## src/rtl/byte_unpack_pkg.sv

```systemverilog
// Shared types and sizing helpers for the byte stream unpacker.
package byte_unpack_pkg;

  typedef enum logic [1:0] {
    ST_IDLE = 2'd0,
    ST_EMIT = 2'd1,
    ST_GAP  = 2'd2
  } state_e;

  localparam int COUNT_W = 32;
  localparam int GAP_W   = 8;

  // Width of a byte-length field able to hold 0..data_w/8.
  function automatic int len_w(input int data_w);
    return $clog2(data_w / 8 + 1);
  endfunction

endpackage

```

## src/rtl/byte_unpack_fifo.sv

```systemverilog
// Word FIFO holding {len, data} entries; show-ahead read, async active-high reset.
module byte_unpack_fifo #(
  parameter int WIDTH = 68,
  parameter int DEPTH = 4
) (
  input  logic             clk,
  input  logic             reset,
  input  logic             push_i,
  input  logic [WIDTH-1:0] wdata_i,
  input  logic             pop_i,
  output logic [WIDTH-1:0] rdata_o,
  output logic             full_o,
  output logic             empty_o
);

  localparam int AW = $clog2(DEPTH);
  localparam logic [AW:0] PTR_ONE = (AW + 1)'(1);

  logic [WIDTH-1:0] mem_q [DEPTH];
  logic [AW:0]      wr_ptr_q;
  logic [AW:0]      rd_ptr_q;
  logic             do_push;
  logic             do_pop;

  assign do_push = push_i && !full_o;
  assign do_pop  = pop_i && !empty_o;

  // Pointer update; the extra MSB distinguishes full from empty.
  always_ff @(posedge clk or posedge reset) begin
    if (reset) begin
      wr_ptr_q <= '0;
      rd_ptr_q <= '0;
    end else begin
      if (do_push) wr_ptr_q <= wr_ptr_q + PTR_ONE;
      if (do_pop)  rd_ptr_q <= rd_ptr_q + PTR_ONE;
    end
  end

  // Storage write; contents need no reset since the pointers gate visibility.
  always_ff @(posedge clk) begin
    if (do_push) mem_q[wr_ptr_q[AW-1:0]] <= wdata_i;
  end

  assign rdata_o = mem_q[rd_ptr_q[AW-1:0]];
  assign empty_o = (wr_ptr_q == rd_ptr_q);
  assign full_o  = (wr_ptr_q[AW] != rd_ptr_q[AW]) &&
                   (wr_ptr_q[AW-1:0] == rd_ptr_q[AW-1:0]);

endmodule

```

## src/rtl/byte_stream_unpacker.sv

```systemverilog
// Unpacks queued multi-byte words into a one-byte-per-cycle strobe stream, LSB first.
// Optional build macro BYTE_UNPACK_NUL_DROP_EN: 8'h00 bytes keep their slot but
// raise no strobe and are not counted.
//
// state   | meaning
// --------+-------------------------------------------------------------
// IDLE    | no word in flight; pops the FIFO head when one is present
// EMIT    | presenting sh_q[7:0] on out_byte for exactly one cycle
// GAP     | pacing idle after a byte; gap_q counts down to the next slot
module byte_stream_unpacker
  import byte_unpack_pkg::*;
#(
  parameter int DATA_W     = 64,
  parameter int DEPTH      = 4,
  parameter int GAP_CYCLES = 0,
  localparam int LEN_W     = len_w(DATA_W)
) (
  input  logic                clk,
  input  logic                reset,
  input  logic                in_valid,
  output logic                in_ready,
  input  logic [DATA_W-1:0]   in_data,
  input  logic [LEN_W-1:0]    in_len,
  output logic                out_valid,
  output logic [7:0]          out_byte,
  output logic [COUNT_W-1:0]  byte_count,
  output logic                busy
);

  localparam int NBYTES = DATA_W / 8;
  localparam int WORD_W = LEN_W + DATA_W;
  localparam logic [LEN_W-1:0]   NBYTES_L = LEN_W'(NBYTES);
  localparam logic [LEN_W-1:0]   LEN_ONE  = LEN_W'(1);
  localparam logic [GAP_W-1:0]   GAP_L    = GAP_W'(GAP_CYCLES);
  localparam logic [GAP_W-1:0]   GAP_ONE  = GAP_W'(1);
  localparam logic [COUNT_W-1:0] CNT_ONE  = COUNT_W'(1);

  state_e              state_q, state_d;
  logic [DATA_W-1:0]   sh_q, sh_d;
  logic [LEN_W-1:0]    cnt_q, cnt_d;
  logic [GAP_W-1:0]    gap_q, gap_d;
  logic [COUNT_W-1:0]  bc_q, bc_d;
  logic                out_valid_q, out_valid_d;
  logic [7:0]          out_byte_q, out_byte_d;

  logic                fifo_full;
  logic                fifo_empty;
  logic                fifo_pop;
  logic                fifo_push;
  logic [WORD_W-1:0]   fifo_rdata;
  logic [LEN_W-1:0]    head_len;
  logic [LEN_W-1:0]    head_len_c;
  logic [DATA_W-1:0]   head_data;

  // A byte raises a strobe unless NUL bytes are being suppressed.
  function automatic logic byte_visible(input logic [7:0] b);
`ifdef BYTE_UNPACK_NUL_DROP_EN
    return (b != 8'h00);
`else
    return 1'b1;
`endif
  endfunction

  assign in_ready  = !fifo_full && !reset;
  assign fifo_push = in_valid && in_ready;

  byte_unpack_fifo #(
    .WIDTH (WORD_W),
    .DEPTH (DEPTH)
  ) u_fifo (
    .clk     (clk),
    .reset   (reset),
    .push_i  (fifo_push),
    .wdata_i ({in_len, in_data}),
    .pop_i   (fifo_pop),
    .rdata_o (fifo_rdata),
    .full_o  (fifo_full),
    .empty_o (fifo_empty)
  );

  assign head_len   = fifo_rdata[WORD_W-1 -: LEN_W];
  assign head_data  = fifo_rdata[DATA_W-1:0];
  assign head_len_c = (head_len > NBYTES_L) ? NBYTES_L : head_len;

  // Next-state decode; a pop always reloads sh/cnt and a zero-length head falls back to IDLE.
  always_comb begin
    state_d  = state_q;
    sh_d     = sh_q;
    cnt_d    = cnt_q;
    gap_d    = gap_q;
    bc_d     = bc_q;
    fifo_pop = 1'b0;

    unique case (state_q)
      ST_IDLE: begin
        if (!fifo_empty) begin
          fifo_pop = 1'b1;
          sh_d     = head_data;
          cnt_d    = head_len_c;
          state_d  = (head_len_c == '0) ? ST_IDLE : ST_EMIT;
        end
      end

      ST_EMIT: begin
        if (out_valid_q) bc_d = bc_q + CNT_ONE;
        sh_d  = sh_q >> 8;
        cnt_d = cnt_q - LEN_ONE;
        if (GAP_CYCLES > 0) begin
          state_d = ST_GAP;
          gap_d   = GAP_L;
        end else if (cnt_q > LEN_ONE) begin
          state_d = ST_EMIT;
        end else if (!fifo_empty) begin
          fifo_pop = 1'b1;
          sh_d     = head_data;
          cnt_d    = head_len_c;
          state_d  = (head_len_c == '0) ? ST_IDLE : ST_EMIT;
        end else begin
          state_d = ST_IDLE;
        end
      end

      ST_GAP: begin
        gap_d = gap_q - GAP_ONE;
        if (gap_q <= GAP_ONE) begin
          if (cnt_q != '0) begin
            state_d = ST_EMIT;
          end else if (!fifo_empty) begin
            fifo_pop = 1'b1;
            sh_d     = head_data;
            cnt_d    = head_len_c;
            state_d  = (head_len_c == '0) ? ST_IDLE : ST_EMIT;
          end else begin
            state_d = ST_IDLE;
          end
        end
      end

      default: state_d = ST_IDLE;
    endcase

    out_valid_d = (state_d == ST_EMIT) && byte_visible(sh_d[7:0]);
    out_byte_d  = (state_d == ST_EMIT) ? sh_d[7:0] : out_byte_q;
  end

  // FSM and registered outputs; reset discards any partially emitted word.
  always_ff @(posedge clk or posedge reset) begin
    if (reset) begin
      state_q     <= ST_IDLE;
      sh_q        <= '0;
      cnt_q       <= '0;
      gap_q       <= '0;
      bc_q        <= '0;
      out_valid_q <= 1'b0;
      out_byte_q  <= 8'h00;
    end else begin
      state_q     <= state_d;
      sh_q        <= sh_d;
      cnt_q       <= cnt_d;
      gap_q       <= gap_d;
      bc_q        <= bc_d;
      out_valid_q <= out_valid_d;
      out_byte_q  <= out_byte_d;
    end
  end

  assign out_valid  = out_valid_q;
  assign out_byte   = out_byte_q;
  assign byte_count = bc_q;
  assign busy       = !fifo_empty || (state_q != ST_IDLE);

endmodule

```

## config.mk

```make
export PLATFORM = sky130hd
export DESIGN_NAME = byte_stream_unpacker
export DESIGN_NICKNAME = d
export VERILOG_FILES = /design/src/rtl/byte_unpack_pkg.sv /design/src/rtl/byte_unpack_fifo.sv /design/src/rtl/byte_stream_unpacker.sv
export SDC_FILE = /design/constraint.sdc
export NUM_CORES = 1
export LEC_CHECK = 0
export CORE_MARGIN = 2
export CORE_UTILIZATION = 55
export CTS_BUF_LIST = sky130_fd_sc_hd__clkbuf_16
export CTS_CLUSTER_DIAMETER = 60
export DETAILED_ROUTE_END_ITERATION = 10
export PLACE_DENSITY_LB_ADDON = 0.1
export REMOVE_ABC_BUFFERS = 1
export SLEW_MARGIN = 30
export SYNTH_ARGS = -nofsm -noshare
export SYNTH_HDL_FRONTEND = slang
export SYNTH_SLANG_ARGS = --single-unit
```

## constraint.sdc

```tcl
create_clock -name clk -period 12.39 [get_ports clk]
set_input_delay 2.478 -clock clk [delete_from_list [all_inputs] [get_ports clk]]
set_output_delay 2.478 -clock clk [all_outputs]
set_load 0.05 [all_outputs]
```

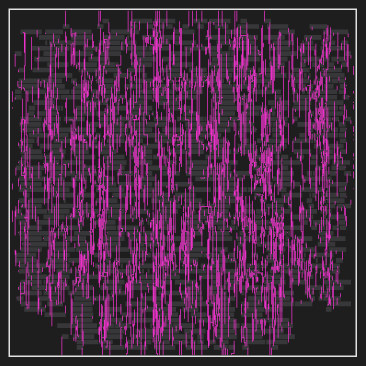
(run_1/layer_met2.png)
Scale: 2 px per µm.
main direction	vertical
longest straight run	57.5 µm
wire length on this layer	14,500 µm
share of all routed wire	49%
nets with wire on the layer	1,006
DRT Wirelength: 29,800 µm
GRT met2 Usage: 34.2%
routed via count: 8,480

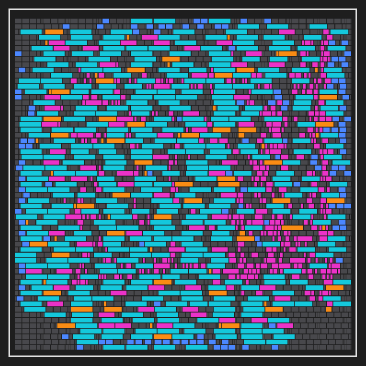
(run_1/placement_by_type.png)
Scale: 2 px per µm. Fill, decap, tap and diode cells in grey.
colour	class	cells	share of their area
blue	other buffers and delay cells	126	6.9%
cyan	flops	397	63%
magenta	combinational and other logic	488	23%
orange	clock drivers and dummy loads	75	7.0%
cell area after layout: 18,500 µm²
sequential portion of the cell area: 61.2%
final core occ: 66.1%
core area: 27,900 µm²

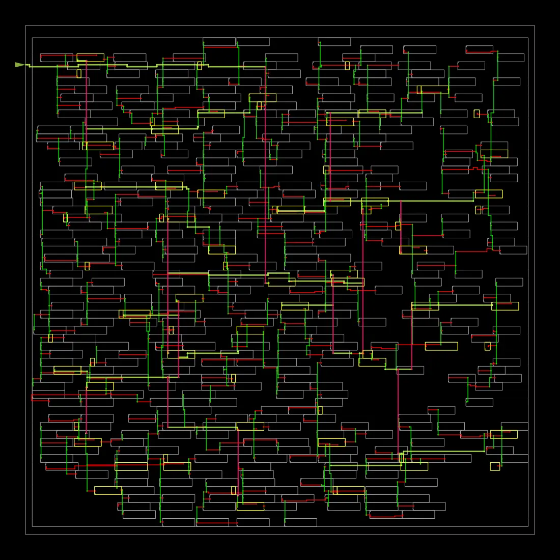
(run_1/clocks.png)
TritonCTS Sinks: 397
Latency at later pin: 520 ps
flip-flops: 397
cts bufs inserted: 41

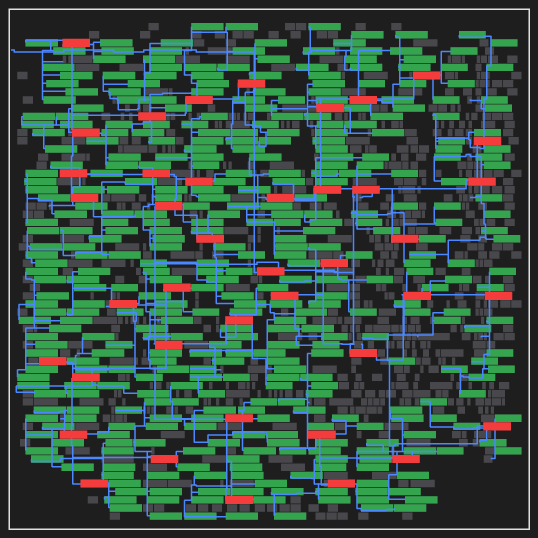
(run_1/clk_routes.png)
Scale: 3 px per µm.
[green] flip-flops | count: 397
[blue] clock wires | length: 4,270 µm
[red] clock drivers | count: 41
routed clock nets	42
flops lie	all over the die
clock share of power: 28.8%
clock skew: 14.0 ps
clock distribution power: 0.00114 W

==> impl_metrics.tcl, run 1 <==
# metrics dict for downstream scripts
set metrics [dict create \
    ys_sh_aoi_pct 6.04 \
    postCtsSetupBuffers 0 \
    gp_congestion 0.783 \
    hold_viol 0 \
    setup_violations 0 \
    path_depth 3 \
    drive_gt1_share_pct 14.9 \
    hold_end "byte_count[31]$_DFFE_PP0P_" \
    pre_cts_slack_ps 5740 \
    grt_pass1_vias 8952 \
    worst-endpoint-required_ps 9910 \
    n_fill_cell 2006 \
    rr_startpoint "state_q[0]$_DFF_PP0_" \
    drc 0 \
    netlist_area_um2 15700 \
    clkSlewWorstSetupHoldPaths_ps 60 \
    antenna_found_initial 0 \
    cp_max_fo 6 \
    dp_hpwl_um 17300 \
    outcome "completed" \
    firstDrtPassIters 5 \
    fin_nets 1135 \
    cp_slowest_cell "clkdlybuf4s50_1" \
    clk_path_buf_depth 3 \
    track_usage_pct 20.6 \
    setup_slack_ps 5740 \
    wl_met2_um 14500 \
    critPathArrivalTime_ps 4170 \
    setup.worst_path.end "in_ready" \
    syn_inst 928 \
    hold-worst-slack_ps 465 \
    highest_layer "met4" \
    max_cap_viol_count 0 \
    switchingPower_w 0.00119 \
    rsz0062_at_grt "no" \
]
==> run 1: cells by family (layout without fill, tap and decap cells) <==
kind of cell               Yosys count  after routing
AOI/OAI and AO/OA                  130            130
adders and majority gates           10             10
and+or+nand+nor                    199            199
buffers and inverters               65            223
DFF                                397            397
xor gates and xnor gates            44             44
muxes                               83             83
==> run 1: final cells by class <==
class / instances / area share, %
timing repair buffer: 126 / 6.74
sequential: 397 / 61.2
clock buffer: 41 / 5.56
clock inverter: 34 / 1.23
tap: 378 / 2.56
inverter: 22 / 0.461
multi-input combinational: 466 / 22.2
==> run 1: synthesized netlist by cell type (5+ instances only) <==
| cell type | count | area [µm²] |
|---|---|---|
| xor2_1 | 20 | 175 |
| or3_1 | 6 | 37.5 |
| xnor2_1 | 23 | 201 |
| nand4_1 | 10 | 62.6 |
| a21oi_1 | 18 | 90.1 |
| nor2_1 | 23 | 86.3 |
| inv_1 | 22 | 82.6 |
| ha_1 | 10 | 125 |
| a22o_1 | 16 | 140 |
| nand3_1 | 10 | 50.1 |
| mux2_2 | 10 | 113 |
| and3_1 | 7 | 43.8 |
| clkbuf_1 | 20 | 75.1 |
| buf_6 | 5 | 56.3 |
| mux4_2 | 68 | 1530 |
| edfxtp_1 | 272 | 8170 |
| o22ai_1 | 5 | 31.3 |
| nor3_1 | 8 | 40.0 |
| buf_2 | 17 | 85.1 |
| o21ai_0 | 21 | 105 |
| mux2i_1 | 5 | 50.1 |
| a22oi_1 | 39 | 293 |
| nand2_1 | 114 | 428 |
| dfrtp_1 | 125 | 3130 |
==> run 1: sequential cells by signal (all words and copies together) (netlist names), 3 cells and up <==
signal	flops
byte_count	32
cnt_q	4
gap_q	8
out_byte	8
sh_q	64
u_fifo.mem_q	272
u_fifo.rd_ptr_q	3
u_fifo.wr_ptr_q	3
## Run 2: what changed since run 1
Settings changed: CORE_UTILIZATION 55 to 53.
Clock period 12.39 ns to 6.1 ns, I/O delays scaled along.
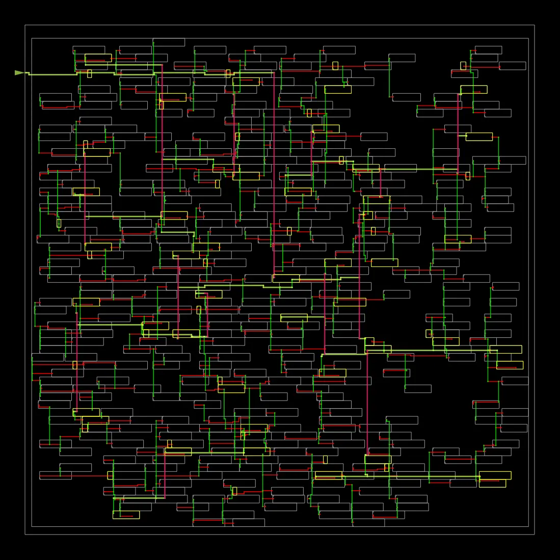
(run_2/clocks.png)
clock skew: 9.92 ps
Clock Buffer Count: 41
clock distribution power: 0.00232 W

==> run 2 against run 1 <==
Critical path depth increased by 2. Count of clock-buffer cells in the layout unchanged. Final area increased by 0.46%. Largest power group unchanged. Critical path type is now reg -> out. Synthesized area unchanged. Power increased by 100%. Via count about the same.
==> impl_metrics.tcl, run 2 <==
# metrics dict for downstream scripts
set metrics [dict create \
    max_cap_viol_count 0 \
    outcome "completed" \
    cts_buffers 41 \
    firstDrtPassIters 5 \
    drive_gt1_share_pct 15.5 \
    final_area_um2 18500 \
    cp_max_fo 28 \
    syn_inst 928 \
    clockPowerShare_pct 28.7 \
    largest_register_ffs 272 \
    wl_met2_um 14600 \
    seq_share_pct 61.0 \
    rsz0062_at_grt "no" \
    grt_pass1_vias 8636 \
    top_area_share_pct 52.1 \
    clkSlewWorstSetupHoldPaths_ps 60 \
    antenna_found_initial 0 \
    coreArea_um2 28900 \
    flops 397 \
    gp_congestion 0.742 \
    largest_area_cell "edfxtp_1" \
    sh_comb_area_pct 22.1 \
    clk_latency_ps 520 \
    cts.sink_count 397 \
    nWellTaps 384 \
    setup_violations 0 \
    worst-endpoint-required_ps 4880 \
    largest_class "sequential cells" \
    wirelength_um 29700 \
    netlist_area_um2 15700 \
    dp_hpwl_um 17700 \
    n_fill_cell 2078 \
    postCtsSetupBuffers 0 \
    via_count 8481 \
    clk_path_buf_depth 3 \
    critPathArrivalTime_ps 3210 \
]
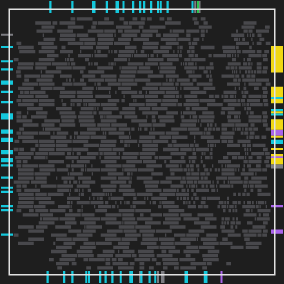
(run_2/io_placement.png)
Scale: 1.5 px per µm. Pins as bars across the die edge, other pins in grey.
colour	port	pins	direction	edge
yellow	byte_count	32	output	east
purple	out_byte	8	output	7 east, 1 south
cyan	in_data	64	input	25 west, 18 south, 16 north, 5 east
green	in_ready	1	output	north
Die Y-Extent: 176 µm
PortBufs: 113

run 2: cell counts after synthesis:
No cell type changed its count.
run 2: metrics by stage:
stage / power (W) / cells / utilization [%] / setup WS, ps
after floorplan: 0.00519 / 885 / - / -193
after detailed placement: 0.00583 / 1400 / 59.7 / 1980
after global routing: 0.00850 / 1475 / 64.1 / 1470
after CTS: 0.00816 / 1474 / 64.0 / 1600
final: 0.00808 / 1475 / 64.1 / 1670
after global placement: 0.00579 / 1399 / 59.6 / 2010
run 2: final timing paths:
path	startpoint	end	cells after the start
hold / removal	gap_q[5]$_DFFE_PP0P_	gap_q[5]$_DFFE_PP0P_	1
setup reg to reg	state_q[0]$_DFF_PP0_	sh_q[37]$_DFFE_PP0P_	7
max in group asynchronous	reset	sh_q[5]$_DFF_PP0_	3
setup / recovery	u_fifo.rd_ptr_q[0]$_DFFE_PP0P_	busy	5
min in group asynchronous	reset	u_fifo.rd_ptr_q[2]$_DFFE_PP0P_	2
hold reg to reg	gap_q[5]$_DFFE_PP0P_	gap_q[5]$_DFFE_PP0P_	1
run 2: layer usage:
metal	vias to the layer above	track usage [%]
li1	3851	-
met1	4353	28.1
met2	235	33.3
met3	42	2.95
met4	0	4.75
met5	-	0
run 2: kinds of logic (layout without fill, tap and decap cells):
group                    after synthesis  in the layout  synth area share, %
AND/OR/NAND/NOR                      199            199                 5.83
multiplexers                          83             83                 10.8
buffers and inverters                 65            228                 1.93
flip-flops                           397            397                 72.1
AND-OR/OR-AND                        130            130                 6.04
XOR/XNOR                              44             44                 2.51
adder cells (fa/ha/maj)               10             10                0.798
run 2: worst max-delay path, cell delays in order (launching register included):
cell	delay (ps)
dfrtp_4	820
xor2_1	180
or3_1	370
buf_4	240
or3_1	350
clkdlybuf4s50_1	710
No activity file was given, so power comes from the tool's default toggle rates.
